Fig. 1: cell placement
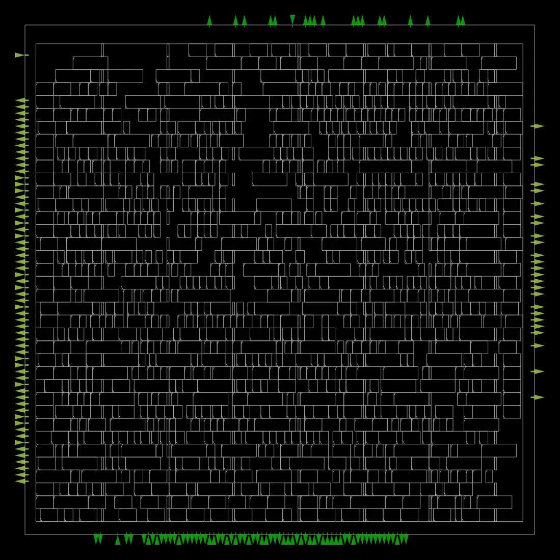
Fig. 2: port wiring
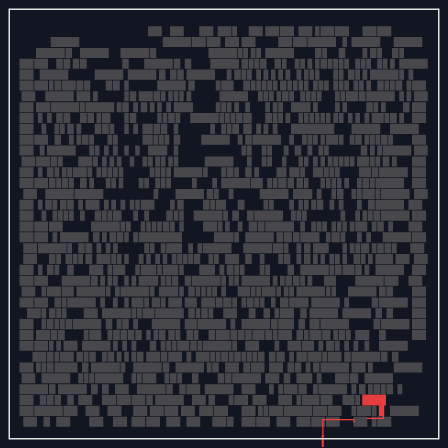
Fig. 3: placement by cell class
Fill, decap, tap and diode cells in grey.
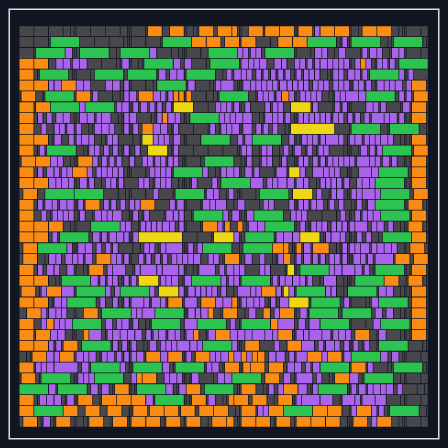
Fig. 4: signal wires on met3
Bar = 20 um.
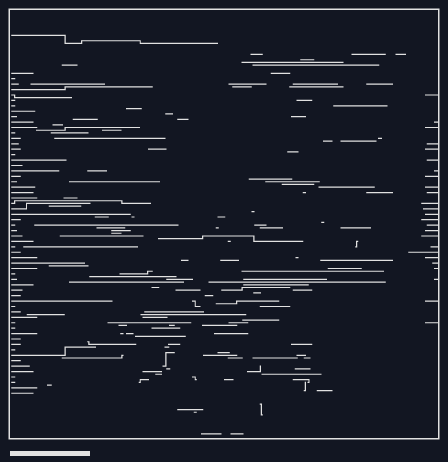
<file path="config.mk">
export PLATFORM = sky130hd
export DESIGN_NAME = pc_sequencer
export DESIGN_NICKNAME = d
export VERILOG_FILES = /design/src/rtl/pc_pkg.sv /design/src/rtl/pc_halt_fsm.sv /design/src/rtl/pc_sequencer.sv
export SDC_FILE = /design/constraint.sdc
export NUM_CORES = 1
export LEC_CHECK = 0
export ABC_AREA = 1
export CAP_MARGIN = 15
export CORE_MARGIN = 2
export CORE_UTILIZATION = 51
export CTS_CLUSTER_SIZE = 16
export DETAILED_ROUTE_END_ITERATION = 7
export GPL_TIMING_DRIVEN = 0
export MAX_ROUTING_LAYER = met4
export PLACE_DENSITY = 0.87
export SYNTH_ARGS = -nofsm -noshare
export SYNTH_HDL_FRONTEND = slang
export SYNTH_SLANG_ARGS = --single-unit
</file>
<file path="constraint.sdc">
create_clock -name clk -period 3.9 [get_ports clk]
set_input_delay 0.78 -clock clk [delete_from_list [all_inputs] [get_ports clk]]
set_output_delay 0.78 -clock clk [all_outputs]
set_load 0.02 [all_outputs]
</file>
<file path="src/rtl/pc_pkg.sv">
// Shared definitions for the program-counter unit: halt FSM encoding and
// default PC vectors.
package pc_pkg;
    typedef enum logic [1:0] {
        RUN  = 2'd0,
        HALT = 2'd1,
        STEP = 2'd2
    } pc_state_t;

    localparam logic [31:0] DEF_RESET_VECTOR = 32'h0000_0000;
    localparam logic [31:0] DEF_TRAP_VECTOR  = 32'h0000_0100;
endpackage

</file>
<file path="src/rtl/pc_halt_fsm.sv">
// Run/halt/single-step control that gates fetch requests from the PC unit.
module pc_halt_fsm
    import pc_pkg::*;
(
    input  logic      clk,
    input  logic      rst,
    input  logic      halt_req,
    input  logic      resume,
    input  logic      step,
    input  logic      fire,
    input  logic      redirect_valid,
    input  logic      trap,
    output pc_state_t state,
    output logic      fetch_valid,
    output logic      halted
);
    pc_state_t next_state;

    always_ff @(posedge clk) begin
        if (rst) state <= RUN;
        else     state <= next_state;
    end

    always_comb begin
        next_state = state;
        case (state)
            RUN:     if (halt_req) next_state = HALT;
            HALT: begin
                if (resume)    next_state = RUN;
                else if (step) next_state = STEP;
            end
            // Any control-flow change ends the single step, not just a fetch.
            STEP:    if (fire || redirect_valid || trap) next_state = HALT;
            default: next_state = RUN;
        endcase
    end

    always_comb begin
        fetch_valid = ((state == RUN) && !halt_req) || (state == STEP);
        halted      = (state == HALT);
    end
endmodule

</file>
<file path="src/rtl/pc_sequencer.sv">
// Fetch-stage program counter: sequential advance, trap/redirect priority mux,
// trap EPC capture and an advance counter, gated by the halt FSM.
module pc_sequencer
    import pc_pkg::*;
#(
    parameter int               XLEN         = 32,
    parameter logic [XLEN-1:0]  PC_STEP      = XLEN'(1),
    parameter logic [XLEN-1:0]  RESET_VECTOR = XLEN'(DEF_RESET_VECTOR),
    parameter logic [XLEN-1:0]  TRAP_VECTOR  = XLEN'(DEF_TRAP_VECTOR),
    parameter int               CNT_W        = 32
) (
    input  logic             clk,
    input  logic             rst,
    input  logic             stall,
    input  logic             halt_req,
    input  logic             resume,
    input  logic             step,
    input  logic             redirect_valid,
    input  logic [XLEN-1:0]  redirect_pc,
    input  logic             trap,
    input  logic             fetch_ready,
    output logic [XLEN-1:0]  pc_out,
    output logic [XLEN-1:0]  pc_seq_out,
    output logic             fetch_valid,
    output logic             halted,
    output logic [XLEN-1:0]  epc,
    output logic [CNT_W-1:0] adv_count
);
    pc_state_t state;
    logic      fire;
    logic      redir_take;

    assign fire       = fetch_valid && fetch_ready && !stall;
    assign redir_take = redirect_valid && (state != HALT);
    assign pc_seq_out = pc_out + PC_STEP;

    pc_halt_fsm u_fsm (
        .clk            (clk),
        .rst            (rst),
        .halt_req       (halt_req),
        .resume         (resume),
        .step           (step),
        .fire           (fire),
        .redirect_valid (redir_take),
        .trap           (trap),
        .state          (state),
        .fetch_valid    (fetch_valid),
        .halted         (halted)
    );

    // Trap beats redirect beats sequential; the counter only sees the last.
    always_ff @(posedge clk) begin
        if (rst) begin
            pc_out    <= RESET_VECTOR;
            epc       <= '0;
            adv_count <= '0;
        end else if (trap) begin
            pc_out <= TRAP_VECTOR;
            epc    <= pc_out;
        end else if (redir_take) begin
            pc_out <= redirect_pc;
        end else if (fire) begin
            pc_out    <= pc_seq_out;
            adv_count <= adv_count + CNT_W'(1);
        end
    end
endmodule
</file>
==> impl_metrics.py <==
# Generated from Yosys and OpenROAD reports
metrics = {
    "final_layout": {
        "ff_latch_area_sq_um": 1960,
        "drive_gt1_share_pct": 4.13,
        "lay_top_cells": "nand2_1, clkdlybuf4s50_1, nor2_1",
        "lay_top_count": "nand2_1",
        "layout.nets": 1104,
        "syn2layout_area_growth_pct": 37.8,
        "comb_area_sq_um": 2970,
        "num_antenna_cells": 0,
    },
    "grt": {
        "grt_overflow": 0,
        "grt_pass1_wl_mm": 29.7,
        "use_met1_pct": 42.6,
        "grt_pass1_vias": 6035,
        "grt_max_degree": 16,
        "grt.met2_usage_pct": 55.4,
        "grt_usage_pct": 33.7,
        "busiest_layer": "met2",
        "grt_antenna_before_repair": 0,
    },
    "place": {
        "dpl-instance-area_sq_um": 7300,
        "io_buffer_count": 168,
        "gp_congestion": 0.987,
        "hpwl_mm": 14.4,
    },
    "worst_hold_path": {
        "hold_path.class": "register to register",
    },
    "setup_path": {
        "crit_fanout": 5,
        "critical_path_class": "register to output port",
        "crit_arrival_ns": 2.72,
        "crit_required_ns": 3.12,
        "start_kind": "register",
        "endpoint_kind": "output port",
    },
    "final_timing": {
        "period_used_pct": 89.7,
        "fin_crit_ns": 3.50,
        "setup_viol": 0,
        "slew_viol_final": 0,
        "finalSetupTns_ns": 0,
        "relSlewSlack_pct": 58.4,
        "fmax_ghz": 0.286,
        "rsz0062_at_grt": "no",
        "finClkSkew_ns": 0.0127,
        "hold_viol_final": 0,
        "worst_pin_slew_ns": 0.625,
    },
    "clock_network": {
        "root_buffer": "clkbuf_8",
        "tritoncts": "yes",
        "cts_buffer_depth": 2,
        "htree_num_levels": 3,
        "cts_setup_buffers": 0,
        "cts_resized": 0,
        "cts_sinks": 98,
        "clock_latency_ns": 0.37,
        "cts_buffers": 9,
        "ctsHoldBuffers": 0,
        "clk_pin_slew_worst_paths_ns": 0.11,
    },
    "logic_synthesis": {
        "yosysWarnings": 0,
        "synth_area_sq_um": 5450,
        "synth-seq-area-share_pct": 36.0,
        "synthCells": 882,
        "syn-mean-instance-area_sq_um": 6.17,
        "synthDistinctLibCells": 32,
        "ys.flops": 98,
        "ys_cells": 882,
        "fp_nets": 925,
        "yosys_area_sq_um": 5450,
    },
    "drt": {
        "route.detailed.drc": 0,
        "vias": 6450,
        "via_per_inst": 5.37,
        "ant_nets": 0,
        "drt_iter0_drc": 440,
        "firstDrtPassIters": 5,
        "avgRoutedWirePerCell_um": 15.6,
    },
    "job": {
        "tool_warnings": 26,
        "maxCapViolCount": 0,
    },
    "power": {
        "ir_worst_vdd_mv": 0.223,
        "power.leakage_nw": 2.74,
        "power.density_cell_area_nw_per_um2": 293,
    },
    "floorplanning": {
        "die_h_um": 107,
        "fp_util_pct": 52.7,
        "dieArea_sq_um": 11500,
        "ios": 171,
        "die_w_um": 107,
    },
    "outcome": {
        "status": "finished, final reports clean",
    },
}
Notes on Fig. 1 above:
Well Taps: 136
Rows: 37
flop count: 98
FILL cells: 916
flop share of the area: 26.1%

Notes on Fig. 2 above:
Key: resume = red [bits 1, direction input, edge bottom, end cells 3, wire 24.3 um]

Notes on Fig. 3 above:
Key: registers = green [cells 98, share of their area 27%]; remaining buffers and delay cells = orange [cells 198, share of their area 25%]; remaining logic cells = purple [cells 754, share of their area 46%]; clock drivers and dummy loads = yellow [cells 15, share of their area 2.8%]
post-route cell area: 7500 sq um
Core ar.: 10,300 sq um
final core utilization: 72.7%

Notes on Fig. 4 above:
The longest straight run is 44.2 um. 181 nets have wire on it.
drt total wl: 18.7 mm
grt met3 use: 4.60%

[path summary, 6_finish.rpt]
path	from	to	slack (ns)	depth (start not counted)
hold / removal	adv_count[31]$_SDFFE_PP0P_	adv_count[31]$_SDFFE_PP0P_	0.50	2
setup reg to reg	pc_out[1]$_SDFFE_PP0P_	pc_out[12]$_SDFFE_PP0P_	1.91	8
hold reg to reg	adv_count[31]$_SDFFE_PP0P_	adv_count[31]$_SDFFE_PP0P_	0.50	2
setup / recovery	pc_out[1]$_SDFFE_PP0P_	pc_seq_out[12]	0.40	7
[cells in the mapped netlist (all sizes together)]
cell,instances,area share (%)
a211oi,2,0.28
a21oi,83,7.7
a31oi,1,0.11
and2,2,0.23
and3,2,0.23
buf,12,1.3
clkbuf,18,1.2
dfxtp,98,36
ha,2,0.46
inv,99,6.8
nand2,280,20
nand3,38,3.5
nand3b,2,0.28
nand4,3,0.34
nor2,136,10
nor3,8,0.74
nor3b,1,0.14
o21ai,68,6.3
o31ai,1,0.14
o41ai,1,0.16
xnor2,2,0.32
xor2,23,3.8
[metrics by stage]
step	setup WS [ns]	std cells	hold slack, ns	total power [mW]
floorplan	1.50	882	0.496	1.28
finish	0.403	1201	0.505	2.20
global route	0.283	1201	0.520	2.27
CTS	0.440	1201	0.503	2.19
detailed placement	0.856	1186	0.485	1.48
global placement	0.865	1186	0.477	1.48
[registers in the layout, summed over array words and instances (netlist names)]
signal       cells
adv_count       32
u_fsm.state      2
pc_out          32
epc             32
[power breakdown]
group	total (mW)	switching [mW]	internal (mW)
logic	0.400	0.233	0.167
registers	1.07	0.0340	1.03
clock network	0.730	0.372	0.358
[layout make-up]
cell class                 count  area share (%)
buffer                        30            1.83
clock inverter                 5            1.07
inverter                      99            4.95
clock buffer                  10            1.70
timing repair buffer         168            22.4
tap                          136            2.27
sequential                    98            26.1
multi-input combinational    655            39.6
[worst max-delay path, cell delays in order, from the launching register on]
cell,delay (ns)
dfxtp_1,0.44
ha_1,0.22
nand2_1,0.08
nor2_2,0.21
nand2_1,0.25
nor2_4,0.21
xor2_1,0.27
clkdlybuf4s50_1,0.66
[routing by layer]
layer  wire length, um  up-vias
li1                  -     3130
met1              7850     2952
met2              8760      325
met3              1560       43
met4               536        0
met5                 0        -
[cell families (layout without fill, tap and decap cells)]
group,count (synthesis),in the layout,synth area share (%)
and+or+nand+nor,472,472,35.4
xor gates and xnor gates,25,25,4.16
AOI/OAI and AO/OA,156,156,14.6
DFF,98,98,36.0
buffers and inverters,129,312,9.35
adders and majority gates,2,2,0.459
Power is estimated from default activity; no workload was simulated.
